### Supply network

Scale bar: 50 um. Pins as bars on the die edge.
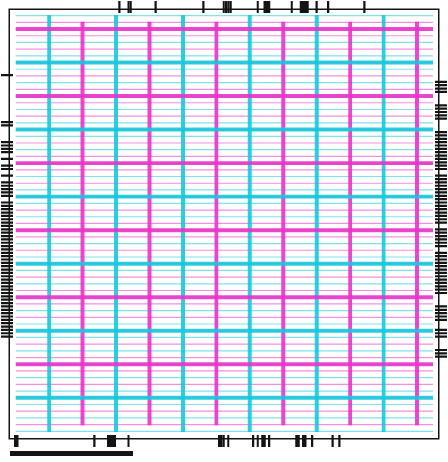
### Placement by cell class

Scale bar: 50 um.
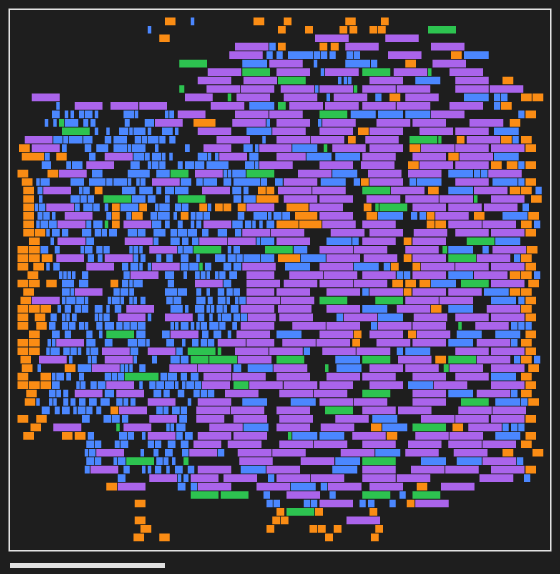
### Clock wires, drivers and flops

Scale bar: 50 um.
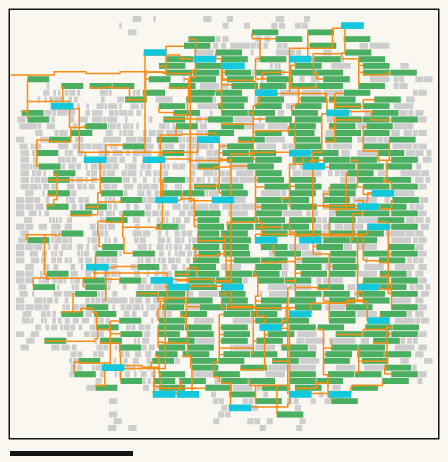
$ cat src/rtl/fetch_pkg.sv
// Shared constants and types for the instruction fetch front end.
// Imported by the fetch unit and its response FIFO.
package fetch_pkg;

   localparam logic [31:0] NOP_INSTR = 32'h0000_0013;

   typedef enum logic [1:0] {
      IDLE,
      FETCH,
      DRAIN
   } fetch_state_t;

endpackage

$ cat src/rtl/fetch_fifo.sv
// Response buffer between program memory and decode: {pc, instr} entries.
// Flush wins over push and pop; pointers wrap modulo DEPTH.
module fetch_fifo #(
   parameter int DW    = 64,
   parameter int DEPTH = 4
) (
   input  logic                   clk_i,
   input  logic                   rst_i,
   input  logic                   push_i,
   input  logic                   pop_i,
   input  logic                   flush_i,
   input  logic [DW-1:0]          data_i,
   output logic [DW-1:0]          data_o,
   output logic                   full_o,
   output logic                   empty_o,
   output logic [$clog2(DEPTH):0] count_o
);

   localparam int AW = $clog2(DEPTH);

   logic [DW-1:0] mem_q [DEPTH];
   logic [AW-1:0] wr_q;
   logic [AW-1:0] rd_q;
   logic [AW:0]   cnt_q;
   logic          do_push;
   logic          do_pop;

   assign empty_o = (cnt_q == '0);
   assign full_o  = (cnt_q == (AW+1)'(DEPTH));
   assign count_o = cnt_q;
   assign data_o  = mem_q[rd_q];
   assign do_pop  = pop_i && !empty_o;
   assign do_push = push_i && (!full_o || do_pop);

   always_ff @(posedge clk_i or posedge rst_i) begin
      if (rst_i) begin
         wr_q  <= '0;
         rd_q  <= '0;
         cnt_q <= '0;
      end else if (flush_i) begin
         wr_q  <= '0;
         rd_q  <= '0;
         cnt_q <= '0;
      end else begin
         if (do_push) wr_q <= wr_q + 1'b1;
         if (do_pop)  rd_q <= rd_q + 1'b1;
         cnt_q <= cnt_q + (AW+1)'(do_push) - (AW+1)'(do_pop);
      end
   end

   // Storage needs no reset: contents are only visible behind count.
   always_ff @(posedge clk_i) begin
      if (do_push && !flush_i) mem_q[wr_q] <= data_i;
   end

   a_no_overflow: assert property (
      @(posedge clk_i) disable iff (rst_i) !(push_i && full_o)
   );

endmodule

$ cat src/rtl/fetch_unit.sv
// Instruction fetch front end: credit-limited requests to program memory,
// in-order response buffering and redirect with stale-response draining.
module fetch_unit
   import fetch_pkg::*;
#(
   parameter int               WIDTH    = 32,
   parameter int               DEPTH    = 4,
   parameter logic [WIDTH-1:0] RESET_PC = '0
) (
   input  logic             clk_i,
   input  logic             rst_i,
   output logic             imem_req_o,
   output logic [WIDTH-1:0] imem_addr_o,
   input  logic             imem_gnt_i,
   input  logic             imem_rvalid_i,
   input  logic [WIDTH-1:0] imem_rdata_i,
   input  logic             redirect_i,
   input  logic [WIDTH-1:0] redirect_pc_i,
   input  logic             id_ready_i,
   output logic             id_valid_o,
   output logic [WIDTH-1:0] id_instr_o,
   output logic [WIDTH-1:0] id_pc_o
);

   localparam int CW = $clog2(DEPTH) + 1;

   fetch_state_t       state_q, state_d;
   logic [WIDTH-1:0]   fetch_pc_q, fetch_pc_d;
   logic [WIDTH-1:0]   resp_pc_q, resp_pc_d;
   logic [WIDTH-1:0]   new_pc;
   logic [CW-1:0]      outst_q, outst_d;
   logic [CW-1:0]      discard_q, discard_d;
   logic [CW-1:0]      redir_cnt;
   logic [CW-1:0]      fifo_cnt;
   logic               fifo_full;
   logic               fifo_empty;
   logic [2*WIDTH-1:0] fifo_rdata;
   logic               redir;
   logic               grant;
   logic               rsp_live;
   logic               credit_ok;
   logic               push;
   logic               pop;

   assign redir     = redirect_i && (state_q != IDLE);
   assign credit_ok = ({1'b0, fifo_cnt} + {1'b0, outst_q})
                      < (CW+1)'(DEPTH);

   assign imem_req_o  = (state_q == FETCH) && !redirect_i && credit_ok;
   assign imem_addr_o = fetch_pc_q;
   assign grant       = imem_req_o && imem_gnt_i;

   // A response with nothing outstanding belongs to a pre-reset request.
   assign rsp_live  = imem_rvalid_i && (outst_q != '0);
   assign redir_cnt = outst_q - CW'(rsp_live);
   assign new_pc    = {redirect_pc_i[WIDTH-1:2], 2'b00};

   assign push = (state_q == FETCH) && !redir && rsp_live;

   assign id_valid_o = !fifo_empty && !redirect_i;
   assign pop        = id_valid_o && id_ready_i;
   assign id_pc_o    = id_valid_o ? fifo_rdata[2*WIDTH-1:WIDTH] : '0;
   assign id_instr_o = id_valid_o ? fifo_rdata[WIDTH-1:0]
                                  : WIDTH'(NOP_INSTR);

   fetch_fifo #(
      .DW    (2*WIDTH),
      .DEPTH (DEPTH)
   ) u_fifo (
      .clk_i   (clk_i),
      .rst_i   (rst_i),
      .push_i  (push),
      .pop_i   (pop),
      .flush_i (redir),
      .data_i  ({resp_pc_q, imem_rdata_i}),
      .data_o  (fifo_rdata),
      .full_o  (fifo_full),
      .empty_o (fifo_empty),
      .count_o (fifo_cnt)
   );

   always_comb begin
      state_d    = state_q;
      fetch_pc_d = fetch_pc_q;
      resp_pc_d  = resp_pc_q;
      outst_d    = outst_q;
      discard_d  = discard_q;
      if (redir) begin
         fetch_pc_d = new_pc;
         resp_pc_d  = new_pc;
         outst_d    = redir_cnt;
         discard_d  = redir_cnt;
         state_d    = (redir_cnt != '0) ? DRAIN : FETCH;
      end else begin
         unique case (state_q)
            IDLE: state_d = FETCH;
            FETCH: begin
               if (grant) fetch_pc_d = fetch_pc_q + WIDTH'(4);
               if (push)  resp_pc_d  = resp_pc_q + WIDTH'(4);
               outst_d = outst_q + CW'(grant) - CW'(rsp_live);
            end
            DRAIN: begin
               if (rsp_live) begin
                  discard_d = discard_q - 1'b1;
                  outst_d   = outst_q - 1'b1;
                  if (discard_q == CW'(1)) state_d = FETCH;
               end
            end
            default: state_d = IDLE;
         endcase
      end
   end

   always_ff @(posedge clk_i or posedge rst_i) begin
      if (rst_i) begin
         state_q    <= IDLE;
         fetch_pc_q <= RESET_PC;
         resp_pc_q  <= RESET_PC;
         outst_q    <= '0;
         discard_q  <= '0;
      end else begin
         state_q    <= state_d;
         fetch_pc_q <= fetch_pc_d;
         resp_pc_q  <= resp_pc_d;
         outst_q    <= outst_d;
         discard_q  <= discard_d;
      end
   end

endmodule

$ cat config.mk
export PLATFORM = sky130hd
export DESIGN_NAME = fetch_unit
export DESIGN_NICKNAME = d
export VERILOG_FILES = /design/src/rtl/fetch_pkg.sv /design/src/rtl/fetch_fifo.sv /design/src/rtl/fetch_unit.sv
export SDC_FILE = /design/constraint.sdc
export NUM_CORES = 1
export LEC_CHECK = 0
export CAP_MARGIN = 25
export CORE_MARGIN = 2
export CORE_UTILIZATION = 51
export DETAILED_ROUTE_END_ITERATION = 6
export HOLD_SLACK_MARGIN = 0.12
export PLACE_DENSITY = 0.81
export SYNTH_ARGS = -nofsm -noshare
export SYNTH_HDL_FRONTEND = slang
export SYNTH_HIERARCHICAL = 1
export SYNTH_SLANG_ARGS = --single-unit
$ cat constraint.sdc
create_clock -name clk_i -period 4 [get_ports clk_i]
set_clock_uncertainty 0.05 [all_clocks]
set_input_delay 0.4 -clock clk_i [delete_from_list [all_inputs] [get_ports clk_i]]
set_output_delay 0.4 -clock clk_i [all_outputs]
set_load 0.05 [all_outputs]
==> Changelog: implementation <==
## Implementation

- Final WS setup: 0.512 ns
- Die Size: around 30000 um2
- Fp_density: 51.4%
- Pre-antenna DRT Iters: 5
- Status: finished clean
- Ports: 168
- Pwr/cell area: roughly 680 nW/um2
- Setup WS pre-CTS: 0.722 ns
- Fmax: 287 MHz
- Critical Path AT: 3.04 ns
- Root Driver: clkbuf_16
- Crit start category: register
- Post-Synthesis Cells: a little under 1000
- DRC: 0
- Worst Path Max Fanout: 62
- H-tree lvl count: 2
- Ys Warns: 6
- Mapped Area: roughly 15000 um2
- Row count: around 62
- Hold crit path type: in2async
- CP Class: reg2out
- Cell leakage power: 6.11 nW
- CTS sink count: about 330
- Post-CTS Setup Inserts: 0
- Layout Nets: 1253
- Longest Clk Path Bufs: 3
- GP Congestion: 0.916
- Fillcell total: 2099
- Initial antenna violation count: 1
- Largest net degree at the start of global routing: 73
- First-pass GRT wire length: between 50000 and 60000 um
- Rel. slew slack: about a third
- Cycle use final: 87.2%
- Final Max Slew Viols: 0
- Layout area overhead: 21.9%
- Max-cap viol count: 0
- Min Tclk post-route: ~3.5 ns
- Overall global routing resource usage: 22.7%
- Core ar.: 28500 um2
- RSZ-0062 raised after global routing: no
- Routed wire per std cell: 21.7 um
- Syn Area/Cell: 14.9 um2
- CTS tree: done
- Routed Wire Length: about 34000 um
- Vias per cell: just over 6
-- 'Supply network' (at the start) --
cyan -> VSS
magenta -> VDD
met5 straps = 12
met1 rails = 63
signal pins = 168
rows = 62

-- 'Placement by cell class' (at the start) --
orange -> other buffers and delay cells  # cells 190, share of their area 11%
green -> clock drivers and dummy loads  # cells 61, share of their area 6.3%
blue -> combinational and other logic  # cells 607, share of their area 28%
purple -> flops  # cells 331, share of their area 55%

-- 'Clock wires, drivers and flops' (at the start) --
orange -> clock wires  # length 3610 um
green -> flip-flops  # count 331
cyan -> clock drivers  # count 34
routed clock nets = 35
flops lie = widely spread

[sequential cells by signal, summed over array words and instances (netlist names)]
register	count
discard_q	3
u_fifo/mem_q	256
u_fifo/count_o	3
u_fifo/rd_q	2
resp_pc_q	30
outst_q	3
state_q	2
imem_addr_o	30
u_fifo/wr_q	2
[worst max-delay path, stage by stage, from the launching register on]
cell,delay [ns]
dfrtp_1,0.51
nor3_1,0.71
nor2_4,0.03
buf_4,0.31
and2_1,0.24
clkdlybuf4s50_1,0.70
[layer usage]
layer  wire length [um]  GRT usage, %
met3               2940          4.32
met4                522          4.69
met1              14000          31.7
met2              16600          37.7
met5                 13             0
[cell type report]
cell class                      count  area [um2]  share of cell area (%)
Tap cell                          384         480                    2.68
Clock buffer                       41         908                    5.08
Sequential cell                   331        9570                    53.5
Timing Repair Buffer              190        1850                    10.3
Multi-Input combinational cell    582        4800                    26.8
Clock inverter                     20         189                    1.06
Inverter                           25        93.8                   0.524
[where the power goes]
| part | switching, mW | total [mW] | internal, mW |
|---|---|---|---|
| clock | 1.28 | 3.10 | 1.82 |
| sequential | 0.770 | 5.05 | 4.28 |
| combinational | 2.53 | 3.97 | 1.44 |
[path summary, 6_finish.rpt]
check                                             from                           to  slack [ns]  cells past startpoint
max                        u_fifo/count_o[1]$_DFF_PP0_               id_instr_o[17]        0.51                      5
min                                              rst_i   u_fifo/rd_q[1]$_DFFE_PP0P_        0.15                      2
max reg2reg                u_fifo/count_o[1]$_DFF_PP0_       outst_q[2]$_DFFE_PP0P_        0.86                     13
min reg2reg                   discard_q[1]$_DFFE_PP0P_     discard_q[1]$_DFFE_PP0P_        0.43                      2
max in group asynchronous                        rst_i  imem_addr_o[29]$_DFFE_PP0P_        2.87                      4
min in group clk_i            discard_q[1]$_DFFE_PP0P_     discard_q[1]$_DFFE_PP0P_        0.43                      2
[metrics by stage]
step	total power, mW	area, um2	cells	hold WS (ns)	util (%)
floorplan	7.64	14700	992	0.153	-
global placement	8.89	16800	1511	0.402	58.8
detailed placement	9.03	16800	1511	0.426	58.8
CTS	12.1	17900	1572	0.163	62.6
global route	12.7	17900	1573	0.177	62.7
finish	12.1	17900	1573	0.150	62.7
Power figures rest on the tool's default switching activity, not on a simulated workload.
